### src/rtl/apb5_pkg.sv
// Shared types and helpers for the APB5 completer memory.
//   apb_state_e : transfer FSM states
//   apb_resp_e  : response code reported on PBUSER
//   sec_state_e : security state decoded from {PNSE, PPROT[1]}
package apb5_pkg;

    typedef enum logic [1:0] {
        IDLE   = 2'd0,
        SETUP  = 2'd1,
        ACCESS = 2'd2
    } apb_state_e;

    typedef enum logic [1:0] {
        RESP_OK        = 2'd0,
        RESP_UNALIGNED = 2'd1,
        RESP_PROT      = 2'd2,
        RESP_STRB      = 2'd3
    } apb_resp_e;

    typedef enum logic [1:0] {
        SEC_SECURE    = 2'b00,
        SEC_NONSECURE = 2'b01,
        SEC_ROOT      = 2'b10,
        SEC_REALM     = 2'b11
    } sec_state_e;

    // Decode the requester security state from {PNSE, PPROT[1]}.
    function automatic sec_state_e sec_decode(input logic nse, input logic prot1);
        sec_state_e s;
        case ({nse, prot1})
            2'b00:   s = SEC_SECURE;
            2'b01:   s = SEC_NONSECURE;
            2'b10:   s = SEC_ROOT;
            default: s = SEC_REALM;
        endcase
        return s;
    endfunction

    // Only secure and root requesters may touch the secure-only region.
    function automatic logic sec_region_ok(input sec_state_e s);
        return (s == SEC_SECURE) || (s == SEC_ROOT);
    endfunction

endpackage

### src/rtl/apb5_mem_array.sv
// Word array plus per-word tag array for the APB5 completer.
// Ports:
//   clk, rst_n        : clock and synchronous active-low reset (clears all words/tags)
//   we, widx          : write enable and word index
//   wdata, wstrb      : write data and byte-lane strobes (only strobed lanes change)
//   wtag              : tag written to the word whenever we=1, regardless of strobes
//   ridx, rdata, rtag : combinational read port
module apb5_mem_array #(
    parameter int DEPTH_BITS = 6,
    parameter int DATA_WIDTH = 32,
    parameter int TAG_WIDTH  = 16
) (
    input  logic                    clk,
    input  logic                    rst_n,
    input  logic                    we,
    input  logic [DEPTH_BITS-1:0]   widx,
    input  logic [DATA_WIDTH-1:0]   wdata,
    input  logic [DATA_WIDTH/8-1:0] wstrb,
    input  logic [TAG_WIDTH-1:0]    wtag,
    input  logic [DEPTH_BITS-1:0]   ridx,
    output logic [DATA_WIDTH-1:0]   rdata,
    output logic [TAG_WIDTH-1:0]    rtag
);
    localparam int DEPTH = 1 << DEPTH_BITS;
    localparam int LANES = DATA_WIDTH / 8;

    logic [DATA_WIDTH-1:0] mem_r [DEPTH];
    logic [TAG_WIDTH-1:0]  tag_r [DEPTH];

    // Storage: clear on reset, byte-strobed data update and full tag update on write.
    always_ff @(posedge clk) begin
        if (!rst_n) begin
            for (int i = 0; i < DEPTH; i++) begin
                mem_r[i] <= '0;
                tag_r[i] <= '0;
            end
        end else if (we) begin
            for (int l = 0; l < LANES; l++) begin
                if (wstrb[l]) begin
                    mem_r[widx][l*8 +: 8] <= wdata[l*8 +: 8];
                end
            end
            tag_r[widx] <= wtag;
        end
    end

    assign rdata = mem_r[ridx];
    assign rtag  = tag_r[ridx];

endmodule

### src/rtl/apb5_completer_mem.sv
// APB5 completer backed by a word memory with byte strobes, per-word user tags,
// a fixed number of wait states and secure-region protection checks.
// Ports:
//   PCLK, PRESETN        : clock, synchronous active-low reset
//   PSEL..PWUSER         : APB5 request (PAUSER accepted but unused)
//   PRDATA, PRUSER       : read data / stored tag, non-zero only in a good read's PREADY cycle
//   PREADY, PSLVERR      : registered completion and error, high for one cycle
//   PBUSER               : response code (apb_resp_e), zero-extended
//   wakeup_err           : sticky, set when PSEL rises without PWAKEUP now or one cycle earlier
module apb5_completer_mem
    import apb5_pkg::*;
#(
    parameter int ADDR_WIDTH      = 8,
    parameter int DATA_WIDTH      = 32,
    parameter int RME_SUPPORT     = 1,
    parameter int WAKEUP_SUPPORT  = 1,
    parameter int USER_REQ_WIDTH  = 8,
    parameter int USER_DATA_WIDTH = 16,
    parameter int USER_RESP_WIDTH = 8,
    parameter int WAIT_CYCLES     = 2,
    parameter logic [ADDR_WIDTH-1:0] SECURE_BASE = 8'hC0
) (
    input  logic                       PCLK,
    input  logic                       PRESETN,
    input  logic                       PSEL,
    input  logic                       PENABLE,
    input  logic [ADDR_WIDTH-1:0]      PADDR,
    input  logic                       PWRITE,
    input  logic [DATA_WIDTH-1:0]      PWDATA,
    input  logic [DATA_WIDTH/8-1:0]    PSTRB,
    input  logic [2:0]                 PPROT,
    input  logic                       PNSE,
    input  logic                       PWAKEUP,
    input  logic [USER_REQ_WIDTH-1:0]  PAUSER,
    input  logic [USER_DATA_WIDTH-1:0] PWUSER,
    output logic [DATA_WIDTH-1:0]      PRDATA,
    output logic                       PREADY,
    output logic                       PSLVERR,
    output logic [USER_DATA_WIDTH-1:0] PRUSER,
    output logic [USER_RESP_WIDTH-1:0] PBUSER,
    output logic                       wakeup_err
);
    localparam int         IDX_W   = ADDR_WIDTH - 2;
    localparam logic [3:0] WAIT_LD = 4'(WAIT_CYCLES);

    apb_state_e state_r, state_nxt_s;
    logic [3:0] cnt_r, cnt_nxt_s;
    logic       latch_s, ready_set_s, commit_s;

    logic [ADDR_WIDTH-1:0]      addr_r;
    logic                       write_r;
    logic [DATA_WIDTH-1:0]      wdata_r;
    logic [DATA_WIDTH/8-1:0]    strb_r;
    logic                       prot1_r;
    logic                       nse_r;
    logic [USER_DATA_WIDTH-1:0] wuser_r;

    logic [DATA_WIDTH-1:0]      prdata_r;
    logic                       pready_r;
    logic                       pslverr_r;
    logic [USER_DATA_WIDTH-1:0] pruser_r;
    logic [USER_RESP_WIDTH-1:0] pbuser_r;
    logic                       wakeup_err_r;
    logic                       psel_q_r;
    logic                       pwakeup_q_r;

    logic [DATA_WIDTH-1:0]      mem_rdata_s;
    logic [USER_DATA_WIDTH-1:0] mem_rtag_s;
    apb_resp_e                  resp_s;
    logic                       sec_ok_s;
    logic                       wake_viol_s;
    logic                       unused_s;

    assign unused_s = ^{PAUSER, PPROT[2], PPROT[0]};

    // PNSE only participates when the RME extension is enabled.
    assign sec_ok_s = sec_region_ok(sec_decode((RME_SUPPORT != 0) ? nse_r : 1'b0, prot1_r));

    // Error priority: unaligned, then protection, then strobed read.
    always_comb begin
        resp_s = RESP_OK;
        if (addr_r[1:0] != 2'b00) begin
            resp_s = RESP_UNALIGNED;
        end else if ((addr_r >= SECURE_BASE) && !sec_ok_s) begin
            resp_s = RESP_PROT;
        end else if (!write_r && (strb_r != '0)) begin
            resp_s = RESP_STRB;
        end else begin
            resp_s = RESP_OK;
        end
    end

    // PWAKEUP must be high in the PSEL rising cycle or the one before it.
    assign wake_viol_s = (WAKEUP_SUPPORT != 0) && PSEL && !psel_q_r && !PWAKEUP && !pwakeup_q_r;

    // FSM state register.
    always_ff @(posedge PCLK) begin
        if (!PRESETN) begin
            state_r <= IDLE;
        end else begin
            state_r <= state_nxt_s;
        end
    end

    // Next-state logic; PREADY is scheduled one cycle ahead so the registered
    // output appears exactly WAIT_CYCLES+1 cycles after the first PENABLE cycle.
    always_comb begin
        state_nxt_s = state_r;
        cnt_nxt_s   = cnt_r;
        latch_s     = 1'b0;
        ready_set_s = 1'b0;
        commit_s    = 1'b0;
        case (state_r)
            IDLE: begin
                if (PSEL && !PENABLE) begin
                    state_nxt_s = SETUP;
                    latch_s     = 1'b1;
                end else begin
                    state_nxt_s = IDLE;
                end
            end
            SETUP: begin
                state_nxt_s = ACCESS;
                cnt_nxt_s   = WAIT_LD;
                ready_set_s = (WAIT_LD == 4'd0);
            end
            ACCESS: begin
                if (pready_r) begin
                    commit_s = write_r && (resp_s == RESP_OK);
                    if (PSEL && !PENABLE) begin
                        state_nxt_s = SETUP;
                        latch_s     = 1'b1;
                    end else begin
                        state_nxt_s = IDLE;
                    end
                end else if (!PSEL) begin
                    state_nxt_s = IDLE;
                end else begin
                    if (cnt_r != 4'd0) begin
                        cnt_nxt_s = cnt_r - 4'd1;
                    end else begin
                        cnt_nxt_s = cnt_r;
                    end
                    ready_set_s = (cnt_r <= 4'd1);
                end
            end
            default: begin
                state_nxt_s = IDLE;
            end
        endcase
    end

    // Wait counter and request capture at the setup phase.
    always_ff @(posedge PCLK) begin
        if (!PRESETN) begin
            cnt_r   <= 4'd0;
            addr_r  <= '0;
            write_r <= 1'b0;
            wdata_r <= '0;
            strb_r  <= '0;
            prot1_r <= 1'b0;
            nse_r   <= 1'b0;
            wuser_r <= '0;
        end else begin
            cnt_r <= cnt_nxt_s;
            if (latch_s) begin
                addr_r  <= PADDR;
                write_r <= PWRITE;
                wdata_r <= PWDATA;
                strb_r  <= PSTRB;
                prot1_r <= PPROT[1];
                nse_r   <= PNSE;
                wuser_r <= PWUSER;
            end
        end
    end

    // Registered response: all outputs are zero outside the single PREADY cycle.
    always_ff @(posedge PCLK) begin
        if (!PRESETN) begin
            pready_r  <= 1'b0;
            pslverr_r <= 1'b0;
            pbuser_r  <= '0;
            prdata_r  <= '0;
            pruser_r  <= '0;
        end else if (ready_set_s) begin
            pready_r  <= 1'b1;
            pslverr_r <= (resp_s != RESP_OK);
            pbuser_r  <= USER_RESP_WIDTH'(resp_s);
            prdata_r  <= (!write_r && (resp_s == RESP_OK)) ? mem_rdata_s : '0;
            pruser_r  <= (!write_r && (resp_s == RESP_OK)) ? mem_rtag_s  : '0;
        end else begin
            pready_r  <= 1'b0;
            pslverr_r <= 1'b0;
            pbuser_r  <= '0;
            prdata_r  <= '0;
            pruser_r  <= '0;
        end
    end

    // Sticky wakeup protocol flag and the PSEL/PWAKEUP history it needs.
    always_ff @(posedge PCLK) begin
        if (!PRESETN) begin
            wakeup_err_r <= 1'b0;
            psel_q_r     <= 1'b0;
            pwakeup_q_r  <= 1'b0;
        end else begin
            wakeup_err_r <= wakeup_err_r | wake_viol_s;
            psel_q_r     <= PSEL;
            pwakeup_q_r  <= PWAKEUP;
        end
    end

    apb5_mem_array #(
        .DEPTH_BITS (IDX_W),
        .DATA_WIDTH (DATA_WIDTH),
        .TAG_WIDTH  (USER_DATA_WIDTH)
    ) u_mem (
        .clk   (PCLK),
        .rst_n (PRESETN),
        .we    (commit_s),
        .widx  (addr_r[ADDR_WIDTH-1:2]),
        .wdata (wdata_r),
        .wstrb (strb_r),
        .wtag  (wuser_r),
        .ridx  (addr_r[ADDR_WIDTH-1:2]),
        .rdata (mem_rdata_s),
        .rtag  (mem_rtag_s)
    );

    assign PRDATA     = prdata_r;
    assign PREADY     = pready_r;
    assign PSLVERR    = pslverr_r;
    assign PRUSER     = pruser_r;
    assign PBUSER     = pbuser_r;
    assign wakeup_err = wakeup_err_r;

endmodule

### config.mk
export PLATFORM = sky130hd
export DESIGN_NAME = apb5_completer_mem
export DESIGN_NICKNAME = d
export VERILOG_FILES = /design/src/rtl/apb5_pkg.sv /design/src/rtl/apb5_mem_array.sv /design/src/rtl/apb5_completer_mem.sv
export SDC_FILE = /design/constraint.sdc
export NUM_CORES = 2
export LEC_CHECK = 0
export CORE_MARGIN = 8
export CORE_UTILIZATION = 65
export CTS_BUF_LIST = sky130_fd_sc_hd__clkbuf_8
export DETAILED_ROUTE_END_ITERATION = 10
export PLACE_DENSITY = 0.79
export REMOVE_ABC_BUFFERS = 1
export SLEW_MARGIN = 30
export SYNTH_ARGS = -nofsm -noshare
export SYNTH_HDL_FRONTEND = slang
export SYNTH_SLANG_ARGS = --single-unit
### constraint.sdc
create_clock -name PCLK -period 7.5 [get_ports PCLK]
set_input_delay 0.75 -clock PCLK [delete_from_list [all_inputs] [get_ports PCLK]]
set_output_delay 0.75 -clock PCLK [all_outputs]
set_load 0.005 [all_outputs]
==> flow_summary_export.csv <==
group,metric,value,unit
run_status,run_status,"finished clean",
global_routing,global_route.usage.met3,9.22,%
logic_synthesis,yosysTopAreaCell,"sky130_fd_sc_hd__edfxtp_1",
sta,setup_ws,2.80,ns
finish,finish.utilization,70.7,%
critical_path,path_delay_family,"buffers and inverters",
clock_network,cts_setup_buffers,0,
finish,drive_above_1_share,13.3,%
power,fin_total_pwr,0.0356,W
sta,final_worst_hold_slack,0.0977,ns
global_routing,grt-busiest-layer,"met2",
global_routing,largest_net_degree_at_the_start_of_global_routing,161,
sta,number_of_setup_violations_in_the_final_report,0,
logic_synthesis,postSynthSeqShare,68.0,%
clock_network,cts_root_buffer,"sky130_fd_sc_hd__clkbuf_8",
power,clockNetworkPower,0.0133,W
global_routing,globalRoute.totalOverflow,0,
logic_synthesis,post_synth_xor_area_fraction,0.00629,%
critical_path,setup.worst_path.end,"PRDATA[4]",
finish,antenna_cells,10,
logic_synthesis,edf_count,3072,
sta,worst_pin_slew,1.11,ns
worst_hold_path,hold_start,"PRESETN",
job,openroad.warnings,59,
logic_synthesis,post-synth-top-count-cell,"sky130_fd_sc_hd__edfxtp_1",
die,floorplan.core_util,65.2,%
finish,register_area,94800,µm²
## worst min-delay path by stage
stage	endpoint	slack (ns)	depth (start not counted)
6_report	wdata_r[3]	0.1	2
3_5_place_dp	wakeup_err	0.47	1
5_1_grt	wdata_r[3]	0.09	2
4_1_cts	wdata_r[23]	0.02	2
2_1_floorplan	PBUSER[1]	0.42	1
3_3_place_gp	PBUSER[1]	0.45	1
## registers in the layout, indices dropped and copies added, names as in the netlist, 4 cells and up
name / flops
PRDATA: 32
PRUSER: 16
addr_r: 8
cnt_r: 4
strb_r: 4
u_mem.mem_r: 2048
u_mem.tag_r: 1024
wdata_r: 32
wuser_r: 16
## layout by cell type (no fill, tap or decap), types with 39 or more instances in the layout
cell and n:
sky130_fd_sc_hd__o21ai_0 133, sky130_fd_sc_hd__clkinv_2 62, sky130_fd_sc_hd__clkinv_1 124, sky130_fd_sc_hd__clkdlybuf4s50_1 118, sky130_fd_sc_hd__nor3_1 45, sky130_fd_sc_hd__o22ai_1 52, sky130_fd_sc_hd__buf_4 230, sky130_fd_sc_hd__and2_1 1028
sky130_fd_sc_hd__a31oi_1 52, sky130_fd_sc_hd__o22a_1 134, sky130_fd_sc_hd__a22oi_1 195, sky130_fd_sc_hd__nor2_1 2143, sky130_fd_sc_hd__nor3_2 52, sky130_fd_sc_hd__edfxtp_1 3072, sky130_fd_sc_hd__clkbuf_8 529, sky130_fd_sc_hd__mux4_2 388
sky130_fd_sc_hd__a221oi_1 282, sky130_fd_sc_hd__inv_1 171, sky130_fd_sc_hd__a41oi_1 45, sky130_fd_sc_hd__nand2_2 39, sky130_fd_sc_hd__a21boi_0 64, sky130_fd_sc_hd__mux2i_1 387, sky130_fd_sc_hd__dfxtp_1 100, sky130_fd_sc_hd__nand2_1 868
sky130_fd_sc_hd__a21oi_1 137
==> images/layer_met4.png <==
The bar under the picture is 100 µm long. Cells faint in the background.
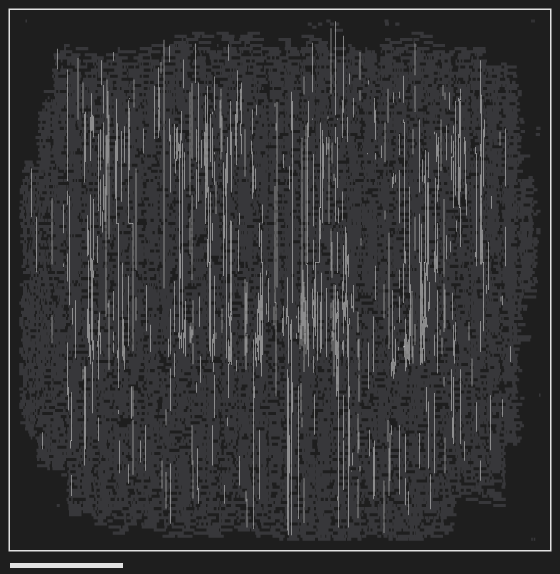
The longest straight run is 220 µm. The layer holds 5.3% of the routed length. The wires run mostly vertical. The layer carries 20.3 mm of wire.
detailed-route wire length: 386 mm
DR vias: 90600

==> images/layer_met2.png <==
Cells faint in the background.
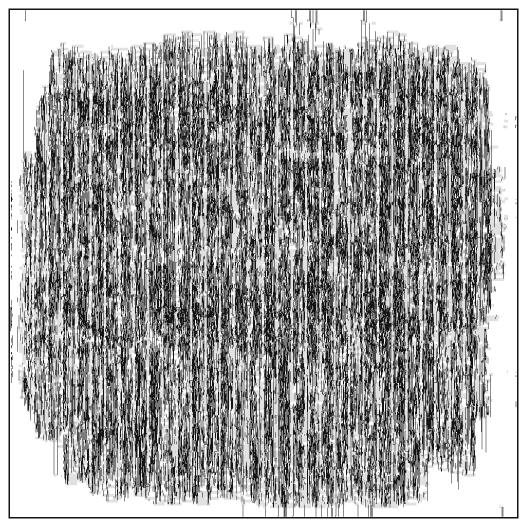
8935 nets have wire on it. The longest straight run is 116 µm. The layer carries 179 mm of wire.

==> images/clocks.png <==
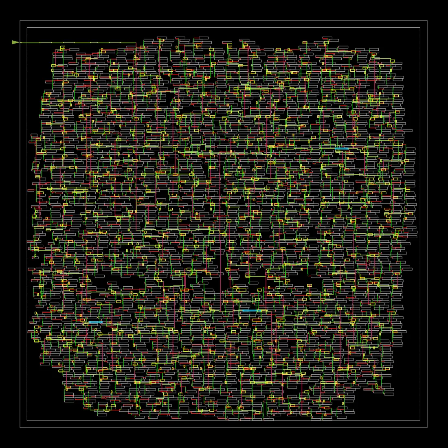
number of CTS-inserted buffers: 494
number of flip-flops and latches: 3195
clock latency on the worst-skew pair: 1.15 ns

==> images/wires.png <==
Only two layers are drawn.
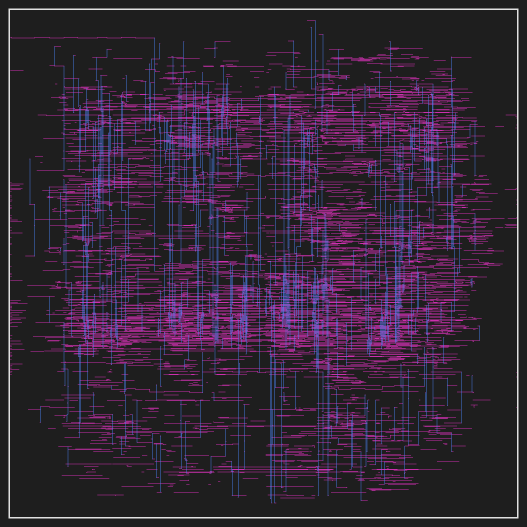
Blue stands for metal 4, wire length 20.3 mm. Magenta stands for metal 3, wire length 55.9 mm.
Tot GR Track Use: 32.8%
WL per Instance: 28.6 µm

Power figures rest on the tool's default switching activity, not on a simulated workload.
